===== src/rtl/sdram_bus_monitor.sv =====
// rtl/sdram_bus_monitor.sv - passive SDR SDRAM pin monitor: command decode, bank/timing checks, beat capture
module sdram_bus_monitor #(
   parameter int SDR_DW    = 16,
   parameter int SDR_BW    = 2,
   parameter int SDR_AW    = 13,
   parameter int SDR_BAW   = 2,
   parameter int COL_W     = 9,
   parameter int CAS_LAT   = 3,
   parameter int BURST_LEN = 4,
   parameter int T_RCD     = 3,
   parameter int T_RP      = 3,
   parameter int T_RAS     = 6,
   parameter int T_MRD     = 2
) (
   input  logic                      sdram_clk,
   input  logic                      sdram_resetn,
   input  logic                      sdr_cke,
   input  logic                      sdr_cs_n,
   input  logic                      sdr_ras_n,
   input  logic                      sdr_cas_n,
   input  logic                      sdr_we_n,
   input  logic [SDR_BAW-1:0]        sdr_ba,
   input  logic [SDR_AW-1:0]         sdr_addr,
   input  logic [SDR_BW-1:0]         sdr_dqm,
   input  logic [SDR_DW-1:0]         sdr_dq,
   input  logic                      sdr_init_done,
   output logic                      cmd_valid,
   output logic [2:0]                cmd_code,
   output logic [SDR_BAW-1:0]        cmd_bank,
   output logic [SDR_AW-1:0]         cmd_addr,
   output logic [(2**SDR_BAW)-1:0]   bank_open,
   output logic                      rd_valid,
   output logic [SDR_DW-1:0]         rd_data,
   output logic [SDR_BW-1:0]         rd_mask,
   output logic                      wr_valid,
   output logic [SDR_DW-1:0]         wr_data,
   output logic [SDR_BW-1:0]         wr_mask,
   output logic                      err_valid,
   output logic [3:0]                err_code,
   output logic [15:0]               err_count
);
   localparam int NUM_BANKS = 2**SDR_BAW;
   localparam int RS_W      = CAS_LAT + BURST_LEN - 1;

   localparam logic [2:0] CMD_NOP = 3'd0;
   localparam logic [2:0] CMD_ACT = 3'd1;
   localparam logic [2:0] CMD_RD  = 3'd2;
   localparam logic [2:0] CMD_WR  = 3'd3;
   localparam logic [2:0] CMD_PRE = 3'd4;
   localparam logic [2:0] CMD_REF = 3'd5;
   localparam logic [2:0] CMD_MRS = 3'd6;
   localparam logic [2:0] CMD_BST = 3'd7;

   localparam logic [7:0] RCD_LIM = 8'(T_RCD - 1);
   localparam logic [7:0] RP_LIM  = 8'(T_RP - 1);
   localparam logic [7:0] RAS_LIM = 8'(T_RAS - 1);
   localparam logic [7:0] MRD_LIM = 8'(T_MRD - 1);
   localparam logic [7:0] RD_AP   = 8'(CAS_LAT + BURST_LEN - 1);
   localparam logic [7:0] WR_AP   = 8'(BURST_LEN - 1);
   localparam logic [3:0] WR_LOAD = 4'(BURST_LEN - 1);

   // rd_sched bit i marks a read beat due i+1 edges from now
   localparam logic [RS_W-1:0] RD_NEW   = RS_W'({BURST_LEN{1'b1}}) << (CAS_LAT - 1);
   localparam logic [RS_W-1:0] KEEP_RD  = RS_W'((1 << (CAS_LAT - 1)) - 1);
   localparam logic [RS_W-1:0] KEEP_BST = RS_W'((1 << (CAS_LAT - 2)) - 1);

   // column bits must sit below the A10 auto-precharge bit
   generate
      if (COL_W > 10 || CAS_LAT < 2 || CAS_LAT > 3) begin : g_bad_param
         $error("sdram_bus_monitor: unsupported COL_W or CAS_LAT");
      end
   endgenerate

   logic [2:0]  dec_code;
   logic        dec_valid;
   logic        is_act, is_rd, is_wr, is_pre, is_bst;
   logic [7:1]  e_flags;
   logic [3:0]  e_code;
   logic [7:0]  act_tmr [NUM_BANKS];
   logic [7:0]  pre_tmr [NUM_BANKS];
   logic [7:0]  ap_cnt  [NUM_BANKS];
   logic [NUM_BANKS-1:0] ap_pend;
   logic [7:0]  mrs_tmr;
   logic [RS_W-1:0] rd_sched, rd_shift;
   logic [SDR_BW-1:0] dqm_d1, dqm_d2;
   logic [3:0]  wr_left;
   logic        wr_beat;

   always_comb begin
      dec_code = CMD_NOP;
      case ({sdr_ras_n, sdr_cas_n, sdr_we_n})
         3'b011:  dec_code = CMD_ACT;
         3'b101:  dec_code = CMD_RD;
         3'b100:  dec_code = CMD_WR;
         3'b010:  dec_code = CMD_PRE;
         3'b001:  dec_code = CMD_REF;
         3'b000:  dec_code = CMD_MRS;
         3'b110:  dec_code = CMD_BST;
         default: dec_code = CMD_NOP;
      endcase
   end

   assign dec_valid = sdr_cke && !sdr_cs_n && (dec_code != CMD_NOP);
   assign is_act    = dec_valid && (dec_code == CMD_ACT);
   assign is_rd     = dec_valid && (dec_code == CMD_RD);
   assign is_wr     = dec_valid && (dec_code == CMD_WR);
   assign is_pre    = dec_valid && (dec_code == CMD_PRE);
   assign is_bst    = dec_valid && (dec_code == CMD_BST);

   // checks see the bank state as it was before this command
   always_comb begin
      e_flags = '0;
      e_code  = '0;
      if (dec_valid && sdr_init_done) begin
         case (dec_code)
            CMD_RD, CMD_WR: begin
               if (!bank_open[sdr_ba]) e_flags[1] = 1'b1;
               if (act_tmr[sdr_ba] < RCD_LIM) e_flags[3] = 1'b1;
            end
            CMD_ACT: begin
               if (bank_open[sdr_ba]) e_flags[2] = 1'b1;
               if (pre_tmr[sdr_ba] < RP_LIM) e_flags[4] = 1'b1;
            end
            CMD_PRE: begin
               for (int b = 0; b < NUM_BANKS; b++)
                  if ((sdr_addr[10] || sdr_ba == SDR_BAW'(b)) && bank_open[b] && act_tmr[b] < RAS_LIM)
                     e_flags[5] = 1'b1;
            end
            CMD_REF: if (|bank_open) e_flags[6] = 1'b1;
            default: ;
         endcase
         if (mrs_tmr < MRD_LIM) e_flags[7] = 1'b1;
      end
      for (int i = 7; i >= 1; i--)
         if (e_flags[i]) e_code = 4'(i);
   end

   always_ff @(posedge sdram_clk or negedge sdram_resetn) begin
      if (!sdram_resetn) begin
         cmd_valid <= 1'b0;
         cmd_code  <= CMD_NOP;
         cmd_bank  <= '0;
         cmd_addr  <= '0;
         err_valid <= 1'b0;
         err_code  <= '0;
         err_count <= '0;
      end else begin
         cmd_valid <= dec_valid;
         cmd_code  <= dec_valid ? dec_code : CMD_NOP;
         cmd_bank  <= sdr_ba;
         cmd_addr  <= sdr_addr;
         err_valid <= |e_flags;
         err_code  <= e_code;
         if (|e_flags && err_count != 16'hFFFF) err_count <= err_count + 16'd1;
      end
   end

   always_ff @(posedge sdram_clk or negedge sdram_resetn) begin
      if (!sdram_resetn) begin
         bank_open <= '0;
         ap_pend   <= '0;
         mrs_tmr   <= 8'hFF;
         for (int b = 0; b < NUM_BANKS; b++) begin
            act_tmr[b] <= 8'hFF;
            pre_tmr[b] <= 8'hFF;
            ap_cnt[b]  <= '0;
         end
      end else begin
         mrs_tmr <= (mrs_tmr == 8'hFF) ? mrs_tmr : mrs_tmr + 8'd1;
         if (dec_valid && dec_code == CMD_MRS) mrs_tmr <= '0;
         for (int b = 0; b < NUM_BANKS; b++) begin
            act_tmr[b] <= (act_tmr[b] == 8'hFF) ? act_tmr[b] : act_tmr[b] + 8'd1;
            pre_tmr[b] <= (pre_tmr[b] == 8'hFF) ? pre_tmr[b] : pre_tmr[b] + 8'd1;
            if (ap_pend[b]) begin
               ap_cnt[b] <= ap_cnt[b] - 8'd1;
               if (ap_cnt[b] == 8'd1) begin
                  ap_pend[b]   <= 1'b0;
                  bank_open[b] <= 1'b0;
               end
            end
            if (is_pre && (sdr_addr[10] || sdr_ba == SDR_BAW'(b))) begin
               bank_open[b] <= 1'b0;
               pre_tmr[b]   <= '0;
               ap_pend[b]   <= 1'b0;
            end
         end
         if (is_act) begin
            bank_open[sdr_ba] <= 1'b1;
            act_tmr[sdr_ba]   <= '0;
            ap_pend[sdr_ba]   <= 1'b0;
         end
         // auto-precharge closes the bank on the edge of the burst's last beat
         if (is_rd && sdr_addr[10]) begin
            ap_pend[sdr_ba] <= 1'b1;
            ap_cnt[sdr_ba]  <= RD_AP;
         end
         if (is_wr && sdr_addr[10]) begin
            if (WR_AP == 8'd0) bank_open[sdr_ba] <= 1'b0;
            else begin
               ap_pend[sdr_ba] <= 1'b1;
               ap_cnt[sdr_ba]  <= WR_AP;
            end
         end
      end
   end

   assign rd_shift = rd_sched >> 1;

   always_ff @(posedge sdram_clk or negedge sdram_resetn) begin
      if (!sdram_resetn) begin
         rd_sched <= '0;
         dqm_d1   <= '0;
         dqm_d2   <= '0;
         rd_valid <= 1'b0;
         rd_data  <= '0;
         rd_mask  <= '0;
      end else begin
         dqm_d1   <= sdr_dqm;
         dqm_d2   <= dqm_d1;
         rd_valid <= rd_sched[0];
         rd_data  <= rd_sched[0] ? sdr_dq : '0;
         rd_mask  <= rd_sched[0] ? dqm_d2 : '0;
         if (is_rd)                rd_sched <= (rd_shift & KEEP_RD) | RD_NEW;
         else if (is_bst || is_wr) rd_sched <= rd_shift & KEEP_BST;
         else                      rd_sched <= rd_shift;
      end
   end

   assign wr_beat = is_wr || (wr_left != 4'd0 && !(is_rd || is_bst || is_pre));

   always_ff @(posedge sdram_clk or negedge sdram_resetn) begin
      if (!sdram_resetn) begin
         wr_left  <= '0;
         wr_valid <= 1'b0;
         wr_data  <= '0;
         wr_mask  <= '0;
      end else begin
         wr_valid <= wr_beat;
         wr_data  <= wr_beat ? sdr_dq : '0;
         wr_mask  <= wr_beat ? sdr_dqm : '0;
         if (is_wr)                         wr_left <= WR_LOAD;
         else if (is_rd || is_bst || is_pre) wr_left <= '0;
         else if (wr_left != 4'd0)          wr_left <= wr_left - 4'd1;
      end
   end
endmodule


===== config.mk =====
export PLATFORM = sky130hd
export DESIGN_NAME = sdram_bus_monitor
export DESIGN_NICKNAME = d
export VERILOG_FILES = /design/src/rtl/sdram_bus_monitor.sv
export SDC_FILE = /design/constraint.sdc
export NUM_CORES = 1
export LEC_CHECK = 0
export CAP_MARGIN = 20
export CORE_ASPECT_RATIO = 0.7
export CORE_MARGIN = 10
export CORE_UTILIZATION = 42
export DETAILED_ROUTE_END_ITERATION = 10
export SLEW_MARGIN = 5
export SYNTH_ARGS = -nofsm -noshare
export SYNTH_HDL_FRONTEND = slang
export SYNTH_SLANG_ARGS = --single-unit

===== constraint.sdc =====
create_clock -name sdram_clk -period 2.7 [get_ports sdram_clk]
set_clock_uncertainty 0.05 [all_clocks]
set_input_delay 0.54 -clock sdram_clk [delete_from_list [all_inputs] [get_ports sdram_clk]]
set_output_delay 0.54 -clock sdram_clk [all_outputs]
set_load 0.005 [all_outputs]

==> flow_metrics.tcl <==
# collected from the flow reports
set metrics [dict create \
    synthToLayoutAreaGrowth_pct 28.09 \
    timing.critical_path.fanout_max 7 \
    report.final.setup_viol 0 \
    synth.cell_area_sq_mm 0.009279 \
    path_delay_family "AND-OR/OR-AND gates" \
    gp_routability_congestion 0.8094 \
    synth_cells 882 \
    yosysCellCount 882 \
    buffers_excl_clock 187 \
    logic_gate_count 628 \
    grtUsageTotal_pct 14.74 \
    outcome "finished, final reports clean" \
    yosysWarningCount 0 \
    cts.path.max_buffers 3 \
    clock_buffer_count 30 \
    critical_path.slowest_cell "sky130_fd_sc_hd__clkdlybuf4s50_1" \
    ys_chip_area_sq_mm 0.009279 \
    dpl.cell_count 1334 \
    gr_ovfl_total 0 \
    grt_pass1_vias 6650 \
    critical_path.reg2reg.endpoint "err_count[12]" \
    comb_area_share_pct 32.67 \
    ys_dominant_reg_cell "sky130_fd_sc_hd__dfrtp_1" \
    layout-drive-gt1-share_pct 17.81 \
    comb_power_share_pct 25.2 \
    top_level_ports 123 \
    rr_startpoint "act_tmr[24]" \
    sequential_cell_area_sq_mm 0.005170 \
    netlist-cell-type-count 63 \
    finalNetCount 1140 \
    antenna_found_initial 0 \
    via_per_inst 4.997 \
    worst_setup_path_start_kind "input pin" \
    gr-usage-met1_pct 22.02 \
    powerDensity_mw_per_mm2 911.5 \
    power_frac_clock_pct 24.4 \
    numCtsBuffers 21 \
    global_route_wire_length_before_repair_microns 34840 \
    critical_path_buffer_and_inverter_count 1 \
    drt_pre_antenna_iters 5 \
    routed_wire_length_per_instance_microns 15.35 \
    num-nonclk-inverters 34 \
    internal-power_mw 7.313 \
    yosys_register_bits 203 \
    cts.sink_count 203 \
    wl_met1_microns 11060 \
    io_buf_count 121 \
    layout_top_registers "act_tmr (32), ap_cnt (32), pre_tmr (32)" \
    cp-endpoint "err_count[12]" \
    post-synth-top-count-cell "sky130_fd_sc_hd__dfrtp_1" \
    area_leaders "sky130_fd_sc_hd__dfrtp_1, sky130_fd_sc_hd__dfstp_2, sky130_fd_sc_hd__nor2_1, sky130_fd_sc_hd__xnor2_1, sky130_fd_sc_hd__ha_1" \
    fp_util_pct 42.81 \
    comb-power_mw 2.73 \
    setup.worst_path.class "in2reg" \
    seq-power_mw 5.47 \
    arrival_ns 2.78 \
    starting_drt_drc_count 370 \
    final_min_period_over_clock_period_pct 90.87 \
    total_leakage_power_nw 5.022 \
    finalSetupTns_ns 0 \
    dp_hpwl_microns 15440 \
    synth.yosys.seq_area_share_pct 55.72 \
    r2r_slack_ns 0.27 \
    min_period_ns 2.454 \
    number_of_h_tree_levels 1 \
    worst_skew_pair.late_latency_ns 0.50 \
    timing.hold.ws_ns 0.01936 \
    rsz_0062_raised_after_global_routing "false" \
    met3RoutedLength_microns 860 \
    cell_types_with_the_highest_counts_after_synthesis "sky130_fd_sc_hd__dfrtp_1, sky130_fd_sc_hd__nor2_1, sky130_fd_sc_hd__dfstp_2, sky130_fd_sc_hd__nand2_1, sky130_fd_sc_hd__nand3_1" \
    gr-usage-met2_pct 21.39 \
    timing_limited_maximum_frequency_mhz 407.6 \
    p_sw_mw 3.520 \
    met3_usage_pct 3.087 \
    logic_area_sq_mm 0.003882 \
    tally_of_openroad_warnings 35 \
    worst_case_reg_to_reg_path_depth 8 \
    met2_length_microns 8814 \
    critPathLaunch "sdr_ba[1]" \
    synthDominantAreaCellType "sky130_fd_sc_hd__dfrtp_1" \
    post_cts_resized 0 \
    vdd_ir_drop_max_uv 445.9 \
    antenna_violating_nets_post_route 0 \
    final_design_area_no_fill_sq_mm 0.01189 \
    clock_tree_from_tritoncts "yes" \
    timing.final.hold_violations 0 \
    place_area_sq_mm 0.01127 \
    powerClk_mw 2.64 \
    design.die.area_sq_mm 0.02853 \
    maxSlewViolCount 0 \
    layout_clock_area_share_pct 5.190 \
]
## logic make-up (layout without fill, tap and decap cells)
group | count (synthesis) | in the layout | share of synthesized area [%]
other | 1 | 1 | 0.04041
and+or+nand+nor | 391 | 391 | 21.16
adders and majority gates | 24 | 24 | 3.236
muxes | 9 | 9 | 1.227
AOI/OAI and AO/OA | 134 | 134 | 9.668
buffers and inverters | 51 | 258 | 2.441
DFF | 203 | 203 | 55.72
xor gates and xnor gates | 69 | 69 | 6.513
## metrics by stage
| stage | utilization [%] | power, mW |
|---|---|---|
| 3_5_place_dp | 51.98 | 8.228 |
| 4_1_cts | 54.83 | 10.96 |
| 2_1_floorplan | - | 7.134 |
| 6_report | 54.83 | 10.83 |
| 5_1_grt | 54.83 | 11.68 |
| 3_3_place_gp | 51.98 | 8.166 |
Figure 1. Clock distribution.
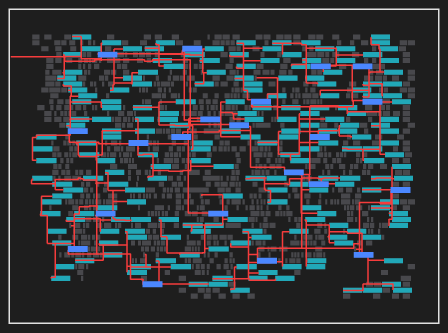
[clock drivers] blue | count: 21
[flip-flops] cyan | count: 203
[clock wires] red | length: 2650 microns
flops lie	spread over the die
routed clock nets	22

Figure 2. Placement view.
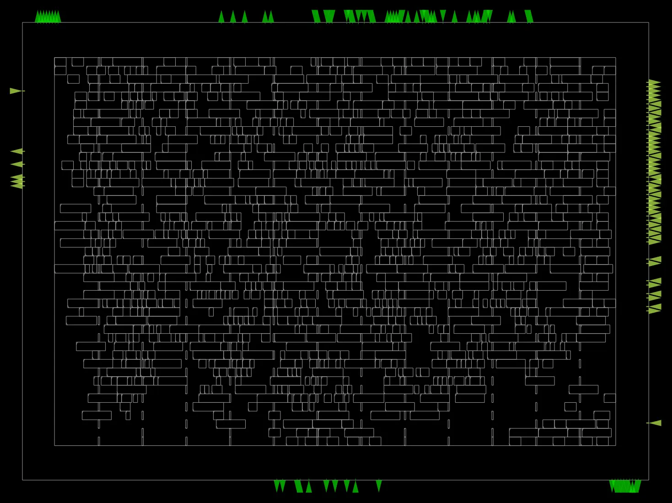
number of fillers in the final layout: 1924
Final Instance Count excl. Fillers: 1371
number of sequential cells in the layout: 203
fraction of area in registers: 43.50%
Tap Cells: 282

Figure 3. Where the registers sit.
Scale bar: 50 microns. Other sequential cells in the stronger gray, the rest of the logic in the fainter gray.
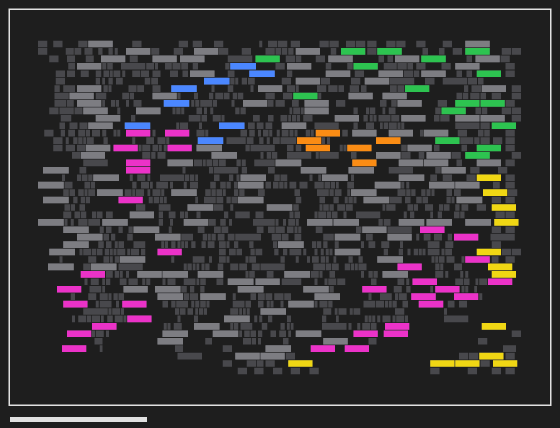
netlist name	color	placed flops
rd_sched	orange	6
mrs_tmr	blue	8
cmd_addr	yellow	13
ap_cnt	magenta	32
wr_data	green	16

Power is estimated from default activity; no workload was simulated.
